### src/rtl/parallella_gpio_arbiter.sv
// Shares the 48 PS/EMIO GPIO pins between the PS and one PL requester with a req/gnt
// handshake, a forced high-Z turnaround between owners and a synchronised pad input path.
module parallella_gpio_arbiter #(
  parameter logic [47:0] PL_MASK     = 48'hFFFF_FF00_0000,
  parameter int          TURN_CYC    = 4,
  parameter int          SYNC_STAGES = 2
) (
  input  logic        i_clk,
  input  logic        i_reset,
  input  logic [47:0] i_ps_gpio_o,
  input  logic [47:0] i_ps_gpio_t,
  output logic [47:0] o_ps_gpio_i,
  input  logic        i_ps_hold,
  input  logic        i_pl_req,
  output logic        o_pl_gnt,
  input  logic [47:0] i_pl_gpio_o,
  input  logic [47:0] i_pl_gpio_t,
  output logic [47:0] o_pl_gpio_i,
  output logic [47:0] o_pad_gpio_o,
  output logic [47:0] o_pad_gpio_t,
  input  logic [47:0] i_pad_gpio_i,
  output logic [1:0]  o_owner
);
  // state | meaning: PS_OWN ps drives | TURN_TO_PL masked hi-Z | PL_OWN pl drives | TURN_TO_PS masked hi-Z
  typedef enum logic [1:0] {
    PS_OWN     = 2'b00,
    TURN_TO_PL = 2'b01,
    PL_OWN     = 2'b10,
    TURN_TO_PS = 2'b11
  } state_t;

  localparam logic [7:0] TURN_LOAD = 8'(TURN_CYC - 1);

  state_t      r_state;
  state_t      w_next_state;
  logic [7:0]  r_cnt;
  logic [7:0]  w_next_cnt;
  logic        r_pl_gnt;
  logic [47:0] r_pad_o;
  logic [47:0] r_pad_t;
  logic [47:0] r_sync [SYNC_STAGES];
  logic        w_release;
  logic [47:0] w_msk_o;
  logic [47:0] w_msk_t;
  logic [47:0] w_pad_o;
  logic [47:0] w_pad_t;

  assign w_release = ~i_pl_req | i_ps_hold;

  always_comb begin
    w_next_state = r_state;
    w_next_cnt   = r_cnt;
    case (r_state)
      PS_OWN: begin
        if (!w_release) begin
          w_next_state = TURN_TO_PL;
          w_next_cnt   = TURN_LOAD;
        end
      end
      TURN_TO_PL: begin
        if (w_release)           w_next_state = PS_OWN;
        else if (r_cnt == 8'd0)  w_next_state = PL_OWN;
        else                     w_next_cnt   = r_cnt - 8'd1;
      end
      PL_OWN: begin
        if (w_release) begin
          w_next_state = TURN_TO_PS;
          w_next_cnt   = TURN_LOAD;
        end
      end
      TURN_TO_PS: begin
        if (r_cnt == 8'd0) w_next_state = PS_OWN;
        else               w_next_cnt   = r_cnt - 8'd1;
      end
      default: begin
        w_next_state = PS_OWN;
        w_next_cnt   = '0;
      end
    endcase
  end

  // Masked pins are driven only when ownership is stable across the edge, otherwise high-Z.
  always_comb begin
    w_msk_o = '0;
    w_msk_t = '1;
    if (r_state == PS_OWN && w_next_state == PS_OWN) begin
      w_msk_o = i_ps_gpio_o;
      w_msk_t = i_ps_gpio_t;
    end else if (r_state == PL_OWN && w_next_state == PL_OWN) begin
      w_msk_o = i_pl_gpio_o;
      w_msk_t = i_pl_gpio_t;
    end
  end

  assign w_pad_o = (i_ps_gpio_o & ~PL_MASK) | (w_msk_o & PL_MASK);
  assign w_pad_t = (i_ps_gpio_t & ~PL_MASK) | (w_msk_t & PL_MASK);

  always_ff @(posedge i_clk) begin
    if (i_reset) begin
      r_state  <= PS_OWN;
      r_cnt    <= '0;
      r_pl_gnt <= 1'b0;
      r_pad_o  <= '0;
      r_pad_t  <= '1;
      for (int i = 0; i < SYNC_STAGES; i++) r_sync[i] <= '0;
    end else begin
      r_state  <= w_next_state;
      r_cnt    <= w_next_cnt;
      r_pl_gnt <= (w_next_state == PL_OWN);
      r_pad_o  <= w_pad_o;
      r_pad_t  <= w_pad_t;
      r_sync[0] <= i_pad_gpio_i;
      for (int i = 1; i < SYNC_STAGES; i++) r_sync[i] <= r_sync[i-1];
    end
  end

  assign o_ps_gpio_i  = r_sync[SYNC_STAGES-1];
  assign o_pl_gpio_i  = (r_state == PL_OWN) ? (r_sync[SYNC_STAGES-1] & PL_MASK) : '0;
  assign o_pl_gnt     = r_pl_gnt;
  assign o_pad_gpio_o = r_pad_o;
  assign o_pad_gpio_t = r_pad_t;
  assign o_owner      = r_state;

endmodule

### config.mk
export PLATFORM = sky130hd
export DESIGN_NAME = parallella_gpio_arbiter
export DESIGN_NICKNAME = d
export VERILOG_FILES = /design/src/rtl/parallella_gpio_arbiter.sv
export SDC_FILE = /design/constraint.sdc
export NUM_CORES = 1
export LEC_CHECK = 0
export CAP_MARGIN = 20
export CORE_AREA = 2 2 170 172
export CTS_CLUSTER_SIZE = 16
export DETAILED_ROUTE_END_ITERATION = 10
export DIE_AREA = 0 0 172 174
export DONT_BUFFER_PORTS = 1
export GPL_TIMING_DRIVEN = 0
export PLACE_DENSITY = 0.39
export SLEW_MARGIN = 20
export SYNTH_ARGS = -nofsm -noshare
export SYNTH_HDL_FRONTEND = slang
export SYNTH_SLANG_ARGS = --single-unit
### constraint.sdc
create_clock -name i_clk -period 1.7 [get_ports i_clk]
set_input_delay 0.34 -clock i_clk [delete_from_list [all_inputs] [get_ports i_clk]]
set_output_delay 0.34 -clock i_clk [all_outputs]
set_load 0.01 [all_outputs]
run_1/logic_types.png
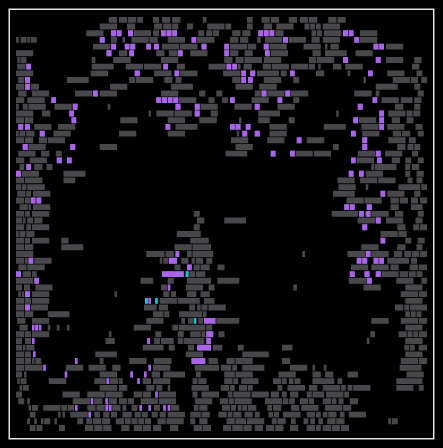
[NOR gates] purple | cells: 156 | where: spread over the die
[inverters] cyan | cells: 4
Commonest Layout Cell: sky130_fd_sc_hd__dfxtp_1
combinational share of cell area: 0.2237
post-route insts no fill: 1274

run_1/clocks.png
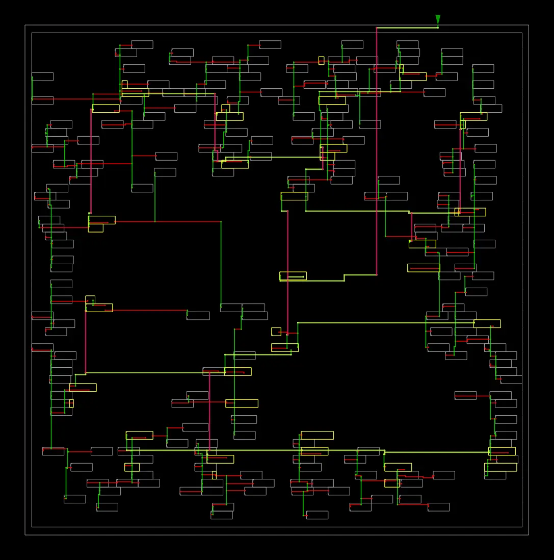
reported clock group power: 0.00519 W
total CTS buffers: 23
Clock Skew: 0.008215 ns
insertion delay at the late pin of the worst-skew pair: 0.51 ns
FFs & Latches: 203

run_1/detail.png
The bar under the picture is 5 um long. Window x 76 to 96, y 112 to 132 um. Cells in grey, sequential cells in the stronger grey; small squares are vias.
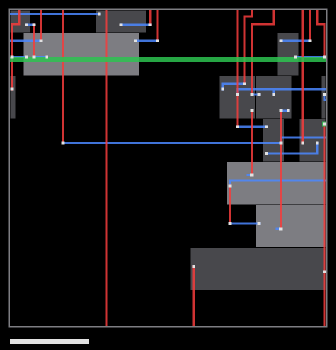
[metal 1] blue
[metal 3] green
[metal 2] red
cells with their middle in the window: 11
netlist names of flops here include: `r_sync` (3)
most frequent: nor2b_1 (4), dfxtp_1 (3), clkbuf_1 (2)
sequential cells in the window: 3

==> run 1: cell type report <==
class                      instances  share of cell area
clock inverter                    10             0.01533
sequential                       203              0.3902
clock buffer                      31             0.06178
multi-input combinational        336              0.2237
tap                              384             0.04598
inverter                           4            0.001437
buffer                           108             0.07471
timing repair buffer             198              0.1869
==> run 1: placed cells by master, fill, tap and decap left out, drive strengths merged, types with 2 or more instances in the layout <==
cell / count
bufinv: 4
a22oi: 24
a211oi: 2
nor3: 3
nor4bb: 2
and2: 25
o31ai: 2
nor2: 27
dlygate4sd3: 177
nor2b: 122
o21ai: 2
or4: 3
inv: 5
clkinv: 4
or3: 3
conb: 24
dfxtp: 203
a21oi: 5
nand4bb: 2
or2: 25
o22ai: 24
buf: 100
clkbuf: 60
nand2b: 27
==> run 1: where the power goes <==
group	switching (W)	leakage, nW	internal, W
clock	0.00192	0.394	0.00327
combinational	0.000473	2.16	0.000670
sequential	0.000187	1.69	0.00502
total	0.00258	4.24	0.00896
==> run 1: sequential cells by signal (all words and copies together), names as in the netlist <==
signal	flops
r_sync	96
o_owner	2
o_pad_gpio_t	48
o_pad_gpio_o	48
r_cnt	8
o_pl_gnt	1
==> run 1: kinds of logic after synthesis <==
kind of cell | share of synthesized area
and+or+nand+nor | 0.2211
muxes | 0.001485
adders and majority gates | 0.001856
other | 0.0005565
DFF | 0.6030
AOI/OAI and AO/OA | 0.06702
buffers and inverters | 0.1049
==> run 1: per-stage QoR <==
stage / hold WS [ns] / TNS, ns / cells
6_report: 0.02289 / -4.035 / 1274
4_1_cts: 0.0002534 / -5.143 / 1267
5_1_grt: 0.004188 / -6.324 / 1274
2_1_floorplan: 0.4138 / 0 / 652
3_3_place_gp: 0.4188 / -76.53 / 1036
3_5_place_dp: 0.4218 / -83.59 / 1036
==> impl_metrics.json, run 1 <==
{
  "ys_seq_share": 0.6030,
  "hp-class": "input port to flip-flop",
  "outcome": "complete, but fails checks",
  "path_depth": 5,
  "detail-route-antenna-nets": 0,
  "worstPathRequired_ns": 1.36,
  "violations": "negative setup slack",
  "nets": 1119,
  "post_dp_cell_area_um2": 7306,
  "io_pins": 439,
  "arrival_ns": 1.55,
  "final_count_of_negative_setup_slack_endpoints": 28,
  "clock_path_buffers": 3,
  "wl_per_cell_um": 15.19,
  "grt_overflow_total": 0,
  "post-synth-top-count-cell": "sky130_fd_sc_hd__dfxtp_1",
  "ys_cells": 629,
  "crit_fanout": 8,
  "synth-area-yosys_um2": 6739,
  "detail_route.drc_violations": 0,
  "fp_util": 0.2387,
  "power_density_nw_per_um2": 1104,
  "post_cts.repair.setup_buffers": 12,
  "r2r.worst_path.cells": 8,
  "post_synth_num_cell_types": 39,
  "gr-usage-all-layers": 0.1199,
  "worstSetupStartpointType": "flip-flop",
  "maxSlewViolCount": 0,
  "crit_family": "buffers and inverters",
  "crit_end": "o_pl_gpio_i[38]",
  "detail_route.first_pass.iterations": 4,
  "setup.worst_path.end_class": "output port",
  "gr-max-usage-layer": "met2",
  "worst-setup-path-type": "flip-flop to output port",
  "yosys-top-cells-count": "sky130_fd_sc_hd__dfxtp_1 (203), sky130_fd_sc_hd__nor2b_1 (122), sky130_fd_sc_hd__buf_4 (75)",
  "holdBufCountCts": 177,
  "die_h_um": 174,
  "min_period_over_period": 1.109,
  "internal_reg_to_reg_setup_slack_ns": -0.09,
  "core.rowCount": 62,
  "die_area_um2": 29930,
  "detailedPlacementHpwl_mm": 12.66,
  "wl_met2_mm": 10.26,
  "clkSinkCount": 203,
  "clk_root_buffer_cell": "sky130_fd_sc_hd__clkbuf_16",
  "cts-resized-gates": 62,
  "ys.warnings.count": 0,
  "core-area_um2": 28240,
  "synth_top_cell_by_area": "sky130_fd_sc_hd__dfxtp_1",
  "min_to": "o_pad_gpio_o[34]$_SDFF_PP0_",
  "worstHoldStart": "i_pl_gpio_o[34]",
  "post-route-min-period_ns": 1.886,
  "via_density_per_instance": 4.038,
  "globalRouteMet3Util": 0.03734,
  "syn-instance-count": 629,
  "transition_at_the_pin_with_the_smallest_max_transition_slack_ns": 0.6773,
  "final_core_util": 0.3701,
  "holdPathStages": 2,
  "path_cells": "buf_8 -> nor2b_4 -> buf_12 -> clkbuf_16 -> and2_4",
  "grt_pass1_wl_mm": 28.28,
  "netlist.area_leader.share": 0.6030,
  "flop_area_um2": 4078,
  "postSynthAreaPerCell_um2": 10.71,
  "die_width_um": 172,
  "warnings": 76,
  "finish.instance_area_um2": 10450,
  "cpPeakStageDelay_ns": 0.36,
  "max_cap_check_violation_count": 0,
  "grt_setup_unrepaired": "true",
  "route.vias.total": 5144,
  "grt_use_met1": 0.1205,
  "post-route-worst-setup-slack_ns": -0.1860,
  "postSynth.topFlopCell": "sky130_fd_sc_hd__dfxtp_1"
}
run_1/metal_density.png
The die is cut into 34 by 35 equal tiles; white is low, dark blue is high, scaled to the fullest tile. Values are wire area over tile area, all layers added.
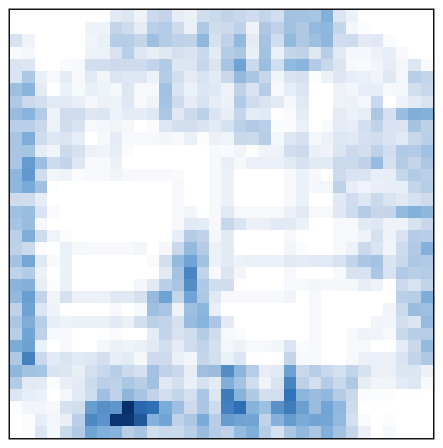

==> run 2: changes to the inputs <==
--- a/config.mk
+++ b/config.mk
@@ -12,7 +12,7 @@
 export DIE_AREA = 0 0 172 174
 export DONT_BUFFER_PORTS = 1
 export GPL_TIMING_DRIVEN = 0
-export PLACE_DENSITY = 0.39
+export PLACE_DENSITY = 0.38
 export SLEW_MARGIN = 20
 export SYNTH_ARGS = -nofsm -noshare
 export SYNTH_HDL_FRONTEND = slang
==> constraint.sdc (replaced) <==
create_clock -name i_clk -period 2 [get_ports i_clk]
set_input_delay 0.4 -clock i_clk [delete_from_list [all_inputs] [get_ports i_clk]]
set_output_delay 0.4 -clock i_clk [all_outputs]
set_load 0.01 [all_outputs]
run_2/metal_density.png
The die is cut into 34 by 35 equal tiles; white is low, dark blue is high, scaled to the fullest tile. Values are wire area over tile area, all layers added.
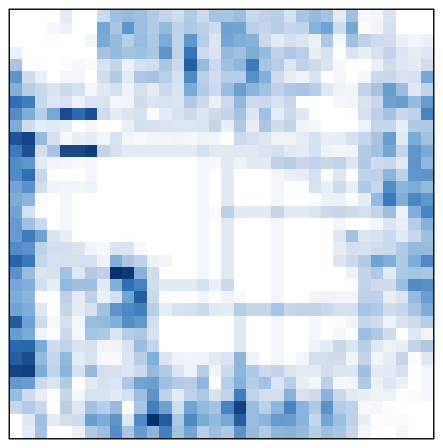
emptiest ninth of the die: centre
mean over tiles: 0.097
tiles over half the peak: 10%
nearly empty tiles: 23%
final routed wirelength across all metal layers: 17.30 mm
total track usage: 0.1095
via total after detailed routing: 4446
routed wire length per instance: 15.23 um

run_2/io_placement.png
The bar under the picture is 50 um long. Pins as bars across the die edge, other pins in grey.
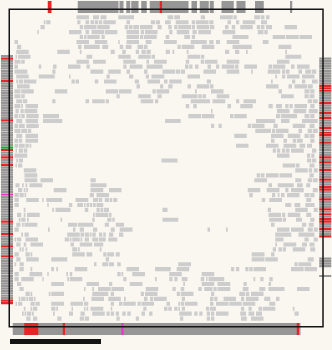
[`o_pl_gpio_i`] red | pins: 48 | direction: output | edge: 23 right, 12 left, 10 bottom, 3 top
[`i_reset`] green | pins: 1 | direction: input | edge: left
[`o_owner`] magenta | pins: 2 | direction: output | edge: 1 left, 1 bottom
all pins by edge: 172 bottom, 101 left, 88 top, 78 right
Die Height: 174 um
count of buffers inserted at the top-level ports: 0
die extent in x: 172 um

run_2/clocks.png
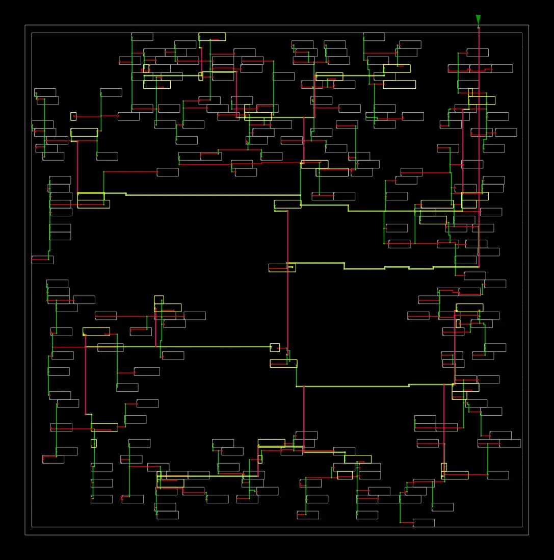
CTS sink count: 203
Clock Skew: 0.004925 ns
reported clock group power: 0.00439 W
clock buffer count: 31

==> run 2 against run 1 <==
Effect of this change: the run now ends clean; sequential share of layout area increased by 7.2 points; global-route usage decreased by 1.0 points; combinational power decreased by 42%; clock power decreased by 15%; highest routed layer is now met5; sequential power decreased by 15%; via count decreased by 14%; worst hold slack about the same.
==> impl_metrics.json, run 2 <==
{
  "crit_fanout": 7,
  "postSynth.topFlopCell": "sky130_fd_sc_hd__dfxtp_1",
  "post_cts.repair.setup_buffers": 3,
  "area.growth.synth_to_final_pct": 30.80,
  "grt_overflow_total": 0,
  "groute.layer.met2.usage": 0.1965,
  "hp-class": "input port to flip-flop",
  "worstSetupStartpointType": "flip-flop",
  "detail_route.drc_violations": 0,
  "detail-route-antenna-nets": 0,
  "maxSlewViolCount": 0,
  "maxClockFrequency_mhz": 511.2,
  "holdPathStages": 1,
  "numSynthFlops": 203,
  "cts-resized-gates": 36,
  "asyncSetResetFlopFracSynth": 0,
  "h-tree-depth": 1,
  "wl_met2_mm": 8.876,
  "min_period_over_period": 0.9781,
  "clock_path_buffers": 3,
  "worst-setup-path-type": "flip-flop to output port",
  "layout_top_cells_excl_fill_tap": "sky130_fd_sc_hd__dfxtp_1 (201), sky130_fd_sc_hd__nor2b_1 (121), sky130_fd_sc_hd__buf_4 (77), sky130_fd_sc_hd__dlygate4sd3_1 (50), sky130_fd_sc_hd__clkbuf_1 (33)",
  "critical_path.startpoint": "o_owner[0]$_SDFF_PP0_",
  "via_density_per_instance": 3.914,
  "timing.final.hold_violations": 0,
  "internal_reg_to_reg_setup_slack_ns": 0.16,
  "wl_met3_mm": 1.601,
  "die_area_um2": 29930,
  "core-area_um2": 28240,
  "grt_pass1_wl_mm": 25.57,
  "grt_max_degree": 14,
  "globalRouteMet3Util": 0.03939,
  "warnings": 76,
  "worstHoldStart": "i_pad_gpio_i[24]",
  "final_power_w": 0.009463,
  "synth_top_cell_by_area": "sky130_fd_sc_hd__dfxtp_1",
  "drt_iter0_drc": 152,
  "worst_r2r_endpoint": "r_cnt[3]$_SDFFE_PP0P_",
  "antenna_found_initial": 3,
  "p_int_w": 0.007359,
  "path_clk_slew_ns": 0.06,
  "crit_end": "o_pl_gpio_i[46]",
  "netlist.area_leader.share": 0.6030,
  "clock_power_share": 0.464,
  "drt-met1-wl_mm": 6.332,
  "final_count_of_negative_setup_slack_endpoints": 0,
  "power.share.switching": 0.2224,
  "max_cap_check_violation_count": 0,
  "io_pins": 439,
  "grt_pass1_vias": 4594,
  "clk_root_buffer_cell": "sky130_fd_sc_hd__clkbuf_16",
  "outcome": "finished clean",
  "power.share.sequential": 0.466,
  "fp_util": 0.2387,
  "power_density_nw_per_um2": 1074,
  "grt_setup_unrepaired": "true",
  "mappedNetlistArea_um2": 6739,
  "postSynthAreaPerCell_um2": 10.71,
  "largest_reg_flops": 96,
  "worst_r2r_startpoint": "o_owner[0]$_SDFF_PP0_",
  "r2r.worst_path.cells": 8,
  "gr-max-usage-layer": "met2",
  "ys.warnings.count": 0,
  "fillers": 2925,
  "setup.worst_path.end_class": "output port",
  "core.rowCount": 62,
  "min_to": "r_sync[0][24]$_SDFF_PP0_",
  "detailedPlacementHpwl_mm": 12.77,
  "worstPathRequired_ns": 1.60,
  "p_switching_w": 0.002104,
  "yosys-top-cells-count": "sky130_fd_sc_hd__dfxtp_1 (203), sky130_fd_sc_hd__nor2b_1 (122), sky130_fd_sc_hd__buf_4 (75)",
  "pleak_nw": 3.585,
  "ys_seq_share": 0.6030,
  "nets": 979,
  "final_core_util": 0.3122,
  "post-route-min-period_ns": 1.956,
  "detail_route.first_pass.iterations": 4,
  "synth-area-yosys_um2": 6739,
  "slew_headroom": 0.4915,
  "holdBufCountCts": 48,
  "topCellsByArea": "sky130_fd_sc_hd__dfxtp_1 (60%), sky130_fd_sc_hd__nor2b_1 (11%), sky130_fd_sc_hd__buf_4 (8.4%)",
  "arrival_ns": 1.56,
  "regMostFlops": "r_sync",
  "grt_use_met1": 0.1159,
  "ir_worst_vdd_mv": 0.6374,
  "layout-drive-gt1-share": 0.2383,
  "place.gp.congestion": 0.7652,
  "post-synth-top-count-cell": "sky130_fd_sc_hd__dfxtp_1",
  "final_common_cell": "sky130_fd_sc_hd__dfxtp_1",
  "ys_cells": 629,
  "post_synth_num_cell_types": 39,
  "cts_tree": "done",
  "final.hold.worst_slack_ns": 0.02320,
  "power.share.combinational": 0.070,
  "enable_flop_cells": 0,
  "dp_slack_ns": -0.4984,
  "topRoutingLayerUsed": "met5",
  "post-route-worst-setup-slack_ns": 0.04374,
  "numCtsBuffers": 23,
  "syn-instance-count": 629,
  "clock_insertion_delay_worst_skew_ns": 0.51,
  "transition_at_the_pin_with_the_smallest_max_transition_slack_ns": 0.7628
}
run 2: cell type report:
class / count / area [um^2] / share of cell area
Buffer: 109 / 745.7 / 0.08460
Timing Repair Buffer: 57 / 578.1 / 0.06558
Clock inverter: 11 / 162.7 / 0.01845
Tap cell: 384 / 480.5 / 0.05451
Antenna cell: 1 / 2.502 / 0.0002839
Inverter: 4 / 15.01 / 0.001703
Clock buffer: 31 / 635.6 / 0.07211
Sequential cell: 203 / 4071 / 0.4619
Multi-Input combinational cell: 336 / 2123 / 0.2409
run 2: kinds of logic after synthesis:
kind of cell | count (synthesis) | synth area share
AOI/OAI and AO/OA | 65 | 0.06702
adders and majority gates | 1 | 0.001856
buffers and inverters | 113 | 0.1049
DFF | 203 | 0.6030
muxes | 1 | 0.001485
other | 1 | 0.0005565
and+or+nand+nor | 245 | 0.2211
run 2: power groups by stage:
stage / combinational (W) / clock, W / sequential [W]
after floorplan: 0.000464 / 0 / 0.00446
after global placement: 0.000554 / 0 / 0.00450
after detailed placement: 0.000573 / 0 / 0.00450
after CTS: 0.000659 / 0.00454 / 0.00442
after global routing: 0.000740 / 0.00472 / 0.00443
final: 0.000659 / 0.00439 / 0.00441
run 2: critical path, cell delays in order (launching register included):
cell                        delay, ns
sky130_fd_sc_hd__dfxtp_4         0.36
sky130_fd_sc_hd__buf_8           0.13
sky130_fd_sc_hd__nor2b_4         0.13
sky130_fd_sc_hd__buf_12          0.14
sky130_fd_sc_hd__clkbuf_16       0.14
sky130_fd_sc_hd__and2_4          0.15
run 2: metrics by stage:
step | TNS [ns] | area (um^2) | cells
after global routing | -0.2689 | 8815 | 1136
final | 0 | 8815 | 1136
after detailed placement | -51.36 | 7306 | 1036
after CTS | -0.01426 | 8762 | 1131
after floorplan | 0 | 6825 | 652
after global placement | -41.97 | 7306 | 1036
No activity file was given, so power comes from the tool's default toggle rates.
